### config.mk
export PLATFORM = sky130hd
export DESIGN_NAME = xor4_rr_sched
export DESIGN_NICKNAME = d
export VERILOG_FILES = /design/src/rtl/xor4_rr_sched_pkg.sv /design/src/rtl/XOr2x4.sv /design/src/rtl/xor4_rr_sched_rr_pick.sv /design/src/rtl/xor4_rr_sched.sv
export SDC_FILE = /design/constraint.sdc
export NUM_CORES = 1
export LEC_CHECK = 0
export ABC_AREA = 1
export ABC_CLOCK_PERIOD_IN_PS = 1100
export CAP_MARGIN = 20
export CORE_ASPECT_RATIO = 0.8
export CORE_UTILIZATION = 25
export CTS_CLUSTER_DIAMETER = 120
export DETAILED_ROUTE_END_ITERATION = 7
export HOLD_SLACK_MARGIN = 0.03
export PLACE_DENSITY_LB_ADDON = 0.3
export SYNTH_ARGS = -nofsm -noshare
export SYNTH_HDL_FRONTEND = slang
export SYNTH_SLANG_ARGS = --single-unit
### constraint.sdc
create_clock -name CLK -period 1.1 [get_ports CLK]
set_input_delay 0.11 -clock CLK [delete_from_list [all_inputs] [get_ports CLK]]
set_output_delay 0.11 -clock CLK [all_outputs]
set_load 0.01 [all_outputs]
### src/rtl/xor4_rr_sched_pkg.sv
// Shared definitions for the round-robin XOR scheduler:
// datapath width, FSM state encoding, latched operand payload, ID width helper.
package xor4_rr_sched_pkg;

    localparam int unsigned W = 4;

    // 2'b11 is not a legal state; the FSM recovers from it to IDLE.
    typedef enum logic [1:0] {
        IDLE    = 2'b00,
        COMPUTE = 2'b01,
        HOLD    = 2'b10
    } state_t;

    typedef struct packed {
        logic [W-1:0] a;
        logic [W-1:0] b;
    } operand_t;

    // Width of a requester index; never narrower than one bit.
    function automatic int unsigned idw_f(input int unsigned n);
        return (n <= 1) ? 1 : $clog2(n);
    endfunction

endpackage

### src/rtl/XOr2x4.sv
// Existing 4-bit two-input XOR array cell.
// Ports: a, b - operands; y - a ^ b.
module XOr2x4 (
    input  logic [3:0] a,
    input  logic [3:0] b,
    output logic [3:0] y
);

    assign y = a ^ b;

endmodule

### src/rtl/xor4_rr_sched_rr_pick.sv
// Combinational round-robin priority picker.
// Ports: req - request vector; ptr - highest-priority index;
//        idx - granted index; onehot - grant one-hot; any - some request is set.
module xor4_rr_sched_rr_pick #(
    parameter int unsigned N   = 2,
    parameter int unsigned IDW = 1
) (
    input  logic [N-1:0]   req,
    input  logic [IDW-1:0] ptr,
    output logic [IDW-1:0] idx,
    output logic [N-1:0]   onehot,
    output logic           any
);

    int   hi;
    int   lo;
    logic hi_any;
    logic lo_any;

    // Lowest request at or above ptr wins; otherwise wrap to the lowest request overall.
    always_comb begin
        hi     = 0;
        lo     = 0;
        hi_any = 1'b0;
        lo_any = 1'b0;
        idx    = '0;
        onehot = '0;
        any    = 1'b0;
        for (int i = int'(N) - 1; i >= 0; i--) begin
            if (req[i]) begin
                lo     = i;
                lo_any = 1'b1;
                if (i >= int'(ptr)) begin
                    hi     = i;
                    hi_any = 1'b1;
                end
            end
        end
        any = lo_any;
        idx = hi_any ? IDW'(hi) : IDW'(lo);
        for (int i = 0; i < int'(N); i++) begin
            onehot[i] = any && (int'(idx) == i);
        end
    end

endmodule

### src/rtl/xor4_rr_sched.sv
// Round-robin scheduler sharing one 4-bit XOR datapath among N requesters.
// Ports: CLK, RESETN (async, active low);
//        REQ_VALID/REQ_READY/REQ_A/REQ_B - per-requester operand handshake (W bits per lane);
//        RES_VALID/RES_READY/RES_DATA/RES_ID - registered result with winner index;
//        BUSY - FSM not in IDLE.
module xor4_rr_sched
    import xor4_rr_sched_pkg::*;
#(
    parameter  int unsigned N   = 2,
    localparam int unsigned IDW = idw_f(N)
) (
    input  logic             CLK,
    input  logic             RESETN,
    input  logic [N-1:0]     REQ_VALID,
    output logic [N-1:0]     REQ_READY,
    input  logic [N*W-1:0]   REQ_A,
    input  logic [N*W-1:0]   REQ_B,
    output logic             RES_VALID,
    input  logic             RES_READY,
    output logic [W-1:0]     RES_DATA,
    output logic [IDW-1:0]   RES_ID,
    output logic             BUSY
);

    state_t         state;
    state_t         state_nxt;
    logic [IDW-1:0] ptr;
    logic [IDW-1:0] ptr_nxt;
    logic [IDW-1:0] gid;
    logic [IDW-1:0] gid_nxt;
    operand_t       ops;
    operand_t       ops_nxt;
    logic           res_valid_nxt;
    logic [W-1:0]   res_data_nxt;
    logic [IDW-1:0] res_id_nxt;

    logic [IDW-1:0] pick_idx;
    logic [N-1:0]   pick_onehot;
    logic           pick_any;
    logic [W-1:0]   sel_a;
    logic [W-1:0]   sel_b;
    logic [W-1:0]   xor_y;

    xor4_rr_sched_rr_pick #(
        .N   (N),
        .IDW (IDW)
    ) u_pick (
        .req    (REQ_VALID),
        .ptr    (ptr),
        .idx    (pick_idx),
        .onehot (pick_onehot),
        .any    (pick_any)
    );

    XOr2x4 u_xor (
        .a (ops.a),
        .b (ops.b),
        .y (xor_y)
    );

    // Operand mux for the current winner.
    always_comb begin
        sel_a = '0;
        sel_b = '0;
        for (int i = 0; i < int'(N); i++) begin
            if (pick_onehot[i]) begin
                sel_a = REQ_A[i*W +: W];
                sel_b = REQ_B[i*W +: W];
            end
        end
    end

    // Next-state and handshake logic.
    always_comb begin
        state_nxt     = state;
        ptr_nxt       = ptr;
        gid_nxt       = gid;
        ops_nxt       = ops;
        res_valid_nxt = RES_VALID;
        res_data_nxt  = RES_DATA;
        res_id_nxt    = RES_ID;
        REQ_READY     = '0;
        case (state)
            IDLE: begin
                if (pick_any) begin
                    // Gated so no grant can leak out while reset is held.
                    REQ_READY = RESETN ? pick_onehot : '0;
                    ops_nxt   = '{a: sel_a, b: sel_b};
                    gid_nxt   = pick_idx;
                    state_nxt = COMPUTE;
                end
            end
            COMPUTE: begin
                res_data_nxt  = xor_y;
                res_id_nxt    = gid;
                res_valid_nxt = 1'b1;
                state_nxt     = HOLD;
            end
            HOLD: begin
                if (RES_READY) begin
                    res_valid_nxt = 1'b0;
                    ptr_nxt       = (gid == IDW'(N - 1)) ? '0 : gid + 1'b1;
                    state_nxt     = IDLE;
                end
            end
            default: begin
                res_valid_nxt = 1'b0;
                state_nxt     = IDLE;
            end
        endcase
    end

    // State and result registers.
    always_ff @(posedge CLK or negedge RESETN) begin
        if (!RESETN) begin
            state     <= IDLE;
            ptr       <= '0;
            gid       <= '0;
            ops       <= '0;
            RES_VALID <= 1'b0;
            RES_DATA  <= '0;
            RES_ID    <= '0;
            BUSY      <= 1'b0;
        end else begin
            state     <= state_nxt;
            ptr       <= ptr_nxt;
            gid       <= gid_nxt;
            ops       <= ops_nxt;
            RES_VALID <= res_valid_nxt;
            RES_DATA  <= res_data_nxt;
            RES_ID    <= res_id_nxt;
            BUSY      <= (state_nxt != IDLE);
        end
    end

endmodule

==> summary.txt, run 1 <==
Physical implementation.

- The flow ran to the end, but the final reports show violations.
- The final reports fail on setup timing.
- For this design, the slowest cell found on the critical path is sky130_fd_sc_hd__dfrtp_1.
- Yosys stat counts 114 cells in the synthesized netlist.
- The cell type with the highest aggregate area in the netlist is sky130_fd_sc_hd__dfrtp_1.
- The fraction of post-synthesis cell area in the top cell type by area is 50.07%.
- Per the synthesis report, the XOR/XNOR share of the synthesized area is 3.689%.
- The highest signal layer in the routed design is met4.
- The source of the worst register-to-register timing path is ptr$_DFFE_PN0P_.
- Per the finish-stage timing summary, setup violations number 10.
- In this run the horizontal extent of the chip is 70.91 um.
- The met3 usage is 2.473%.
- The die is 57.13 um tall.
- The clock network fraction of design power is 14.9%.
- Among the non-sequential cells, simple AND/OR/NAND/NOR gates take the most area.
- Listed in order, past its start point the critical path passes inv_2 > a21oi_2 > nand2_1 > nor2_1 > buf_2.
- The post-synthesis cell area is 949.7 sq um.
- Yosys reports that the most numerous cell types are sky130_fd_sc_hd__nand2_1 (49), sky130_fd_sc_hd__dfrtp_1 (19), sky130_fd_sc_hd__nand3_1 (10).
- The setup clock skew after layout is 0.6763 ps.
- The power share of the combinational group is 47.8%.
- The instance tally after logic synthesis is 114.
- Looking at the clock tree report, the H-tree level count equals 1.
- Based on the critical path, the design can be clocked at up to 799.1 MHz.
- OpenROAD emitted warnings numbering 28.
- The first-pass GRT wire length is 3857 um.
- Leaving out fill and tap cells, the most frequent cells in the layout are sky130_fd_sc_hd__nand2_1 (48), sky130_fd_sc_hd__dfrtp_1 (19), sky130_fd_sc_hd__clkdlybuf4s50_1 (18), sky130_fd_sc_hd__buf_4 (12), sky130_fd_sc_hd__nand3_1 (9).
- The peak ir drop on the vdd network is 713.3 uV.
- In this run the remaining antenna-violating nets after routing total 0.
- For the worst setup path, the data arrival time is 1140 ps.
- The number of nets produced by synthesis is 135.
- The worst path in the final design needs a cycle of 1251 ps, including I/O delays and setup.
- The headroom to the max-slew limit is 83.91%.
- According to the tapcell log, the count of inserted taps is 42.
- Summing the areas of all and, or, nand and nor instances in the mapped netlist gives 32.28% of the synthesized area.
- The finished design was reported to have a net count of 180.
- The final design was reported to hold multi-input combinational gates totalling 84.
- In the final layout, multi-input gates take up 30.27% of the cell area.
- The detailed router finished its first iteration with 55 violations.
- The HPWL after detailed placement is 1648 um.
- The register containing the most flip-flops in the final layout is ops.
- The total power per unit cell area is 2278 nW/um^2.
- The cell area reported after detailed placement is 1339 sq um.
- The number of max-slew violations in the final report is 0.
- Among cell families on the critical path, the largest total delay comes from flip-flops.
- The power in combinational cells is 1.54 mW.
- For met2 alone, demand over resource in global routing was 18.41%.
- The proportion of register bits with asynchronous set or reset after synthesis is 100.0%.
- The number of buffers added for setup after CTS is 1.
- The TritonCTS clock tree is yes.
- Yosys attributes the largest share of cell area to sky130_fd_sc_hd__dfrtp_1 (50%), sky130_fd_sc_hd__nand2_1 (19%), sky130_fd_sc_hd__nand3_1 (5.3%).
- The busiest metal layer after global routing is met2.
- Looking at the max-slew report, the worst-margin pin has a slew of 241.4 ps.
- The global routing report lists combined usage of all routing layers as 12.56%.
- Per the timing report, the most critical flop-to-flop path finishes at ops[3]$_DFFE_PN0P_.
- Setup repair after global routing could not meet its margin everywhere.
- The initial antenna violation count was 0.
- The arithmetic-cell share of the synthesized area counting full adders, half adders and majority gates is 0%.
- The finished layout holds 200 standard cells, fillers aside.
- Yosys reports a chip area of 949.7 sq um.
- The register cell area after layout is 475.5 sq um.
- The cell sitting at the root of the clock tree is a sky130_fd_sc_hd__clkbuf_8.
- The source-to-sink clock delay at the later pin of the worst-skew pair is 250 ps.
- The number of placed instances, taps included, is 193.
- The worst setup path is launched from a flip-flop.
- The post-cts hold buffer count is 0.
- Endpoints failing hold in the final report were tallied at 0.
- The detailed route wirelength on metal2 is 1020 um.
- The final critical path takes up 113.8% of the cycle.
- The total overflow left after global routing is 0.
- At the end of routability-driven placement, the weighted congestion stood at 0.7009.
- After layout the clock buffers and inverters come to 3.186% of cell area.
- For this design the static power due to leakage is 0.7315 nW.
- The number of fillers in the final layout is 365.
- The final layout reports a setup TNS of -762.6 ps.
- The distinct cell type count after synthesis is 18.
- The number of cells on the critical path is 5.
- The multi-input combinational cells in the finished layout cover a total of 427.9 sq um.
- The detailed-route DRC error count is 0.
- The proportion of final cell area spent on non-clock buffers is 25.66%.
- Summing internal, switching and leakage power gives 3.220 mW.
- The average wire per standard cell is 11.43 um.
- The number of buffers on the longest clock path is 2.
- On met1, the global router reports a usage of 17.83%.
- The worst reg2reg path depth is 8.
- Cell internal power was estimated by the tool at 1.972 mW.
- The clock edge transition at the registers on the reported setup and hold paths is 70 ps.
- The design has 19 sequential cells.
- The timing startpoint of the critical path is ptr$_DFFE_PN0P_.
- The final timing report gives a worst setup slack of -151.4 ps.
- The max-capacitance violation count is 0.
- The synthesized design contains 19 register bits.
- After detailed routing, the total wire length is 2286 um.
- The number of antenna repair diodes is 0.
- Setup slack on the worst reg-to-reg path comes out at -90 ps.
- The fraction of layout cells with a size suffix above 1 is 22.15%.
- Dividing the synthesized area by the synthesized cell count gives 8.330 sq um.
- Across all layers, the routed design uses 863 vias.
- The dominant power group in this design is combinational logic.
- In this run, synthesis inferred 0 flip-flops with an integrated enable.
- STA classifies the critical path endpoint as an output pin.
- The end point of the critical path is REQ_READY[1].
- The script reports the combined buffer and inverter count of the critical path as 2.
- The number of detailed-routing iterations run before antenna repair is 7.
- The dominant register cell in the synthesized netlist is sky130_fd_sc_hd__dfrtp_1.
- The worst setup slack after placement is -587.2 ps.
- The top logic cell by instance count in the layout is sky130_fd_sc_hd__nand2_1.
- The worst min-delay path category is in2async.
- The number of non-clock buffers is 41.
- In this run, flip-flops and latches consume 37.3% of the power.
- The post-route utilization of the core is recorded as 40.18%.
- The portion of the post-synthesis area used by sequential elements is 50.07%.
- The clock group total power is 480 uW.
- The required time at the worst endpoint is listed as 990 ps.
- The warning tally printed by Yosys for this design is 0.
- The path type of the worst setup path is reg2out.
- Dividing the detail-routed via count by the number of cells gives 4.315.
- The total routed wire length on the met1 layer is 1113 um.
- The number of global-route vias before repair is 847.
- The cell-mix breakdown from Yosys lists the compound-gate area share as 6.061%.
- The net switching component of the power is 1.249 mW.
Run 1, port wiring:
Scale: 6 px per um.
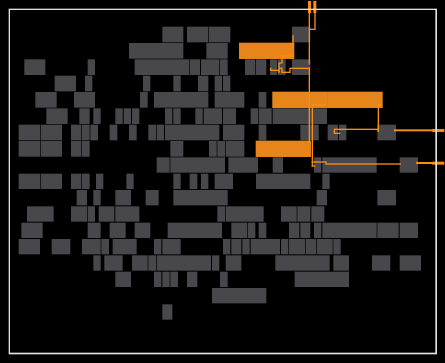
RES_DATA -> orange  # bits 4, direction output, end cells 4, wire 91.5 um
num ports: 30
Port-buffer cells: 29

Run 1, cells coloured by class:
Scale: 6 px per um. Fill, decap, tap and diode cells in grey.
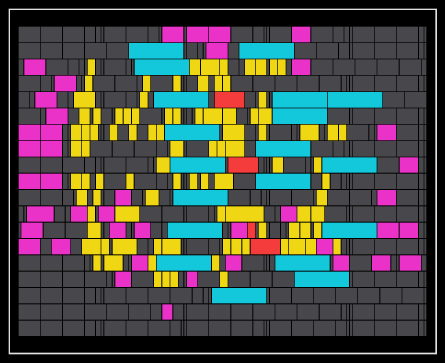
registers -> cyan  # cells 19, share of their area 35%
remaining logic cells -> yellow  # cells 94, share of their area 35%
remaining buffers and delay cells -> magenta  # cells 41, share of their area 27%
clock drivers and dummy loads -> red  # cells 4, share of their area 3.3%
Design Area, Final: 1414 sq um
sequential fraction of total cell area: 33.63%
FP Rows: 19
core box area: 3518 sq um

Run 1, clock nets:
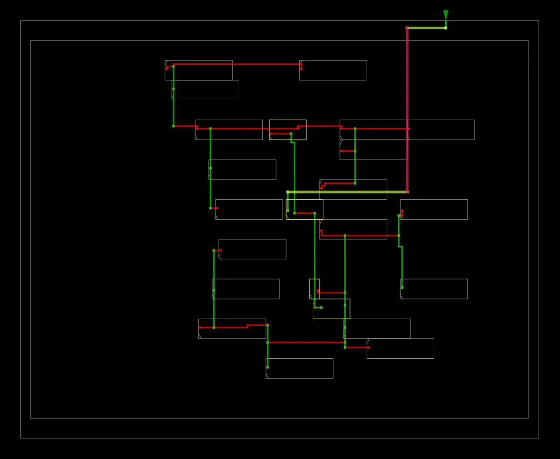
sinks on the clock net: 19
number of clock buffer instances in the layout: 4
CTS Buf Count: 3

Run 1, met2 routing:
Scale: 6 px per um.
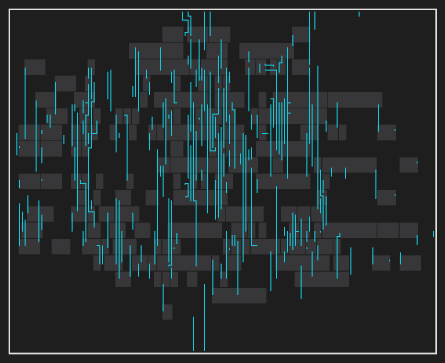

==> inputs of run 2 (changes only) <==
--- a/config.mk
+++ b/config.mk
@@ -7,7 +7,6 @@
 export LEC_CHECK = 0
 export ABC_AREA = 1
 export ABC_CLOCK_PERIOD_IN_PS = 1100
-export CAP_MARGIN = 20
 export CORE_ASPECT_RATIO = 0.8
 export CORE_UTILIZATION = 25
 export CTS_CLUSTER_DIAMETER = 120
==> constraint.sdc (replaced) <==
create_clock -name CLK -period 1.1 [get_ports CLK]
set_input_delay 0.11 -clock CLK [delete_from_list [all_inputs] [get_ports CLK]]
set_output_delay 0.11 -clock CLK [all_outputs]
set_load 0.1 [all_outputs]
Run 2, met2 routing:
Scale: 6 px per um.
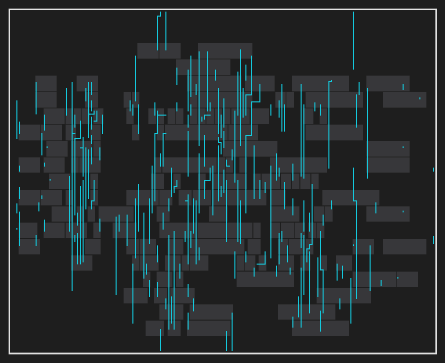
nets with wire on the layer = 138
main direction = vertical
wire length on this layer = 979 um
Final Routed Wirelength: 2130 um
detailed-route via count: 861
global-route met2 utilization: 17.03%

==> summary.txt, run 2 <==
Physical implementation.

- The detailed-placement wirelength estimate came to 1586 um (-3.7%).
- The clock network fraction of design power came to 10.5% (-4.4 points).
- The worst reg2reg path depth came to 7 (-1).
- The aggregate negative setup slack is -476.8 ps (+285.8 ps).
- The destination of the worst register-to-register timing path is ops[5]$_DFFE_PN0P_.
- Walking the worst path, the cells encountered are inv_2 > a21oi_2 > nand2_1 > nor2_4 > buf_12.
- STA classifies the critical path endpoint as an output pin.
- The flow ran to the end, but the final reports show violations.
- The maximum clock rate is 742.6 MHz (-7.1%).
- The total routed wire length on the met1 layer is 1039 um (-6.6%).
- The family of cells with the greatest summed delay on the critical path is flip-flops.
- Among the non-sequential cells, simple AND/OR/NAND/NOR gates take the most area.
- The footprint of the multi-input gates is 478.0 sq um (+12%).
- The source-to-sink clock delay at the later pin of the worst-skew pair is 250 ps (about the same).
- The capture point of the critical path was reported as REQ_READY[1].
- The peak ir drop on the vdd network is 1322 uV (+85%).
- The number of cells on the critical path is 5 (unchanged).
- STA classifies the critical path startpoint as a flip-flop.
- The width of the die came to 70.91 um (unchanged).
- The sequential cell count is 19 (unchanged).
- The detailed-route DRC error count is 0 (unchanged).
- The fraction of post-synthesis cell area in the top cell type by area was 50.07% (unchanged).
- The master of the slowest instance on the critical path is sky130_fd_sc_hd__dfrtp_2.
- The register cell area after layout is 485.5 sq um (+2.1%).
- The power in combinational cells is 2.76 mW (+79%).
- The number of flops mapped to enable cells by yosys is 0 (unchanged).
- The highest signal layer in the routed design is met3.
- The final clock period utilization by the worst path is 122.4% (+8.7 points).
- Yosys reports that the most numerous cell types are sky130_fd_sc_hd__nand2_1 (49), sky130_fd_sc_hd__dfrtp_1 (19), sky130_fd_sc_hd__nand3_1 (10).
- The number of fillers in the final layout is 351 (-3.8%).
- The instance tally after logic synthesis is 114 (unchanged).
- The final weighted congestion in routability-driven placement is 0.7605 (+8.5%).
- The number of buffers on the longest clock path is 2 (unchanged).
- The distinct cell type count after synthesis is 18 (unchanged).
- The arithmetic-cell share of the synthesized area counting full adders, half adders and majority gates is 0% (unchanged).
- The number of rows created at floorplan is 19 (unchanged).
- The headroom to the max-slew limit was 84.11% (+0.20 points).
- The post-cts hold buffer count was 0 (unchanged).
- The fraction of area in registers is 31.09% (-2.5 points).
- The post-synthesis cell area was 949.7 sq um (unchanged).
- The first-pass GRT wire length is 3450 um (-11%).
- The met3 usage is 2.473% (unchanged).
- The number of endpoints with negative hold slack in the final report is 0 (unchanged).
- The core footprint was 3518 sq um (unchanged).
- The buffer and inverter count on the worst path is 2 (unchanged).
- The net switching component of the power is 2.227 mW (+78%).
- The number of synthesized register bits was 19 (unchanged).
- The clock net sink count was 19 (unchanged).
- TritonCTS built the clock tree.
- The post-route standard cell area excluding fillers is 1562 sq um (+10%).
- The total power per unit cell area is 2923 nW/um^2 (+28%).
- For the worst reg-to-reg path, the startpoint reported by OpenROAD is ptr$_DFFE_PN0P_.
- The worst endpoint required time is 990 ps (about the same).
- The clock root buffer master is sky130_fd_sc_hd__clkbuf_8.
- The most critical min-delay path falls under in2async.
- The number of detailed-routing iterations run before antenna repair is 6 (-1).
- The static leakage is 0.7335 nW (+0.28%).
- Leaving out fill and tap cells, the most frequent cells in the layout are sky130_fd_sc_hd__nand2_1 (45), sky130_fd_sc_hd__clkdlybuf4s50_1 (18), sky130_fd_sc_hd__dfrtp_1 (11), sky130_fd_sc_hd__buf_12 (9).
- The top logic cell by instance count in the layout is sky130_fd_sc_hd__nand2_1.
- The proportion of cell area occupied by multi-input gates is 30.61% (+0.34 points).
- The final reports fail on setup timing.
- The setup clock skew after layout is 1.847 ps (+1.170 ps).
- The per-instance average area after synthesis was 8.330 sq um (unchanged).
- The power share of the combinational group is 60.5% (+13 points).
- The count of nets left with antenna violations after detail routing came to 0 (unchanged).
- The number of placed I/O pins was 30 (unchanged).
- The slew at the pin closest to its max-slew limit was 238.4 ps (-3.013 ps).
- The end-of-flow core utilization is 44.38% (+4.2 points).
- The fraction of layout cells with a size suffix above 1 came to 38.71% (+17 points).
- The number of failing setup endpoints in the final timing report was 2 (-8).
- The number of global-route vias before repair is 766 (-9.6%).
- The minimum clock period after layout was 1347 ps (+95.22 ps).
- The number of max-slew violations in the final report is 0 (unchanged).
- The worst setup slack for register-to-register paths is 20 ps (+110 ps).
- The proportion of register bits with asynchronous set or reset after synthesis was 100.0% (unchanged).
- The xor/xnor share of the synthesized area is 3.689% (unchanged).
- The clock group total power is 477 uW (about the same).
- The part of the total power dissipated in sequential elements came to 29.1% (-8.2 points).
- The cell type with the highest aggregate area in the netlist is sky130_fd_sc_hd__dfrtp_1.
- The clock edge transition at the registers on the reported setup and hold paths is 70 ps (about the same).
- The worst path arrival time is 1240 ps (+100 ps).
- The average wire per standard cell is 10.81 um (-5.4%).
- The remaining global-route overflow was 0 (unchanged).
- The heaviest power group is combinational logic.
- The global routing met1 resource utilization is 14.96% (-2.9 points).
- The worst setup slack after placement was -330.4 ps (+256.8 ps).
- The timing startpoint of the critical path is ptr$_DFFE_PN0P_.
- The number of multi-input combinational cells in the layout is 84 (unchanged).
- The portion of the post-synthesis area used by sequential elements is 50.07% (unchanged).
- The proportion of final cell area spent on non-clock buffers is 28.77% (+3.1 points).
- The number of nets produced by synthesis was 135 (unchanged).
- The number of H-tree branching levels is 1 (unchanged).
- Setup repair after global routing could not meet its margin everywhere.
- The detailed route wirelength on metal2 is 979 um (-4.0%).
- The design internal power is 2.336 mW (+18%).
- For this run, the leading register cell type out of synthesis is sky130_fd_sc_hd__dfrtp_1.
- The number of buffers added for setup after CTS is 0 (-1).
- The worst setup margin was -246.6 ps (-95.22 ps).
Power and IR drop assume default switching activity.
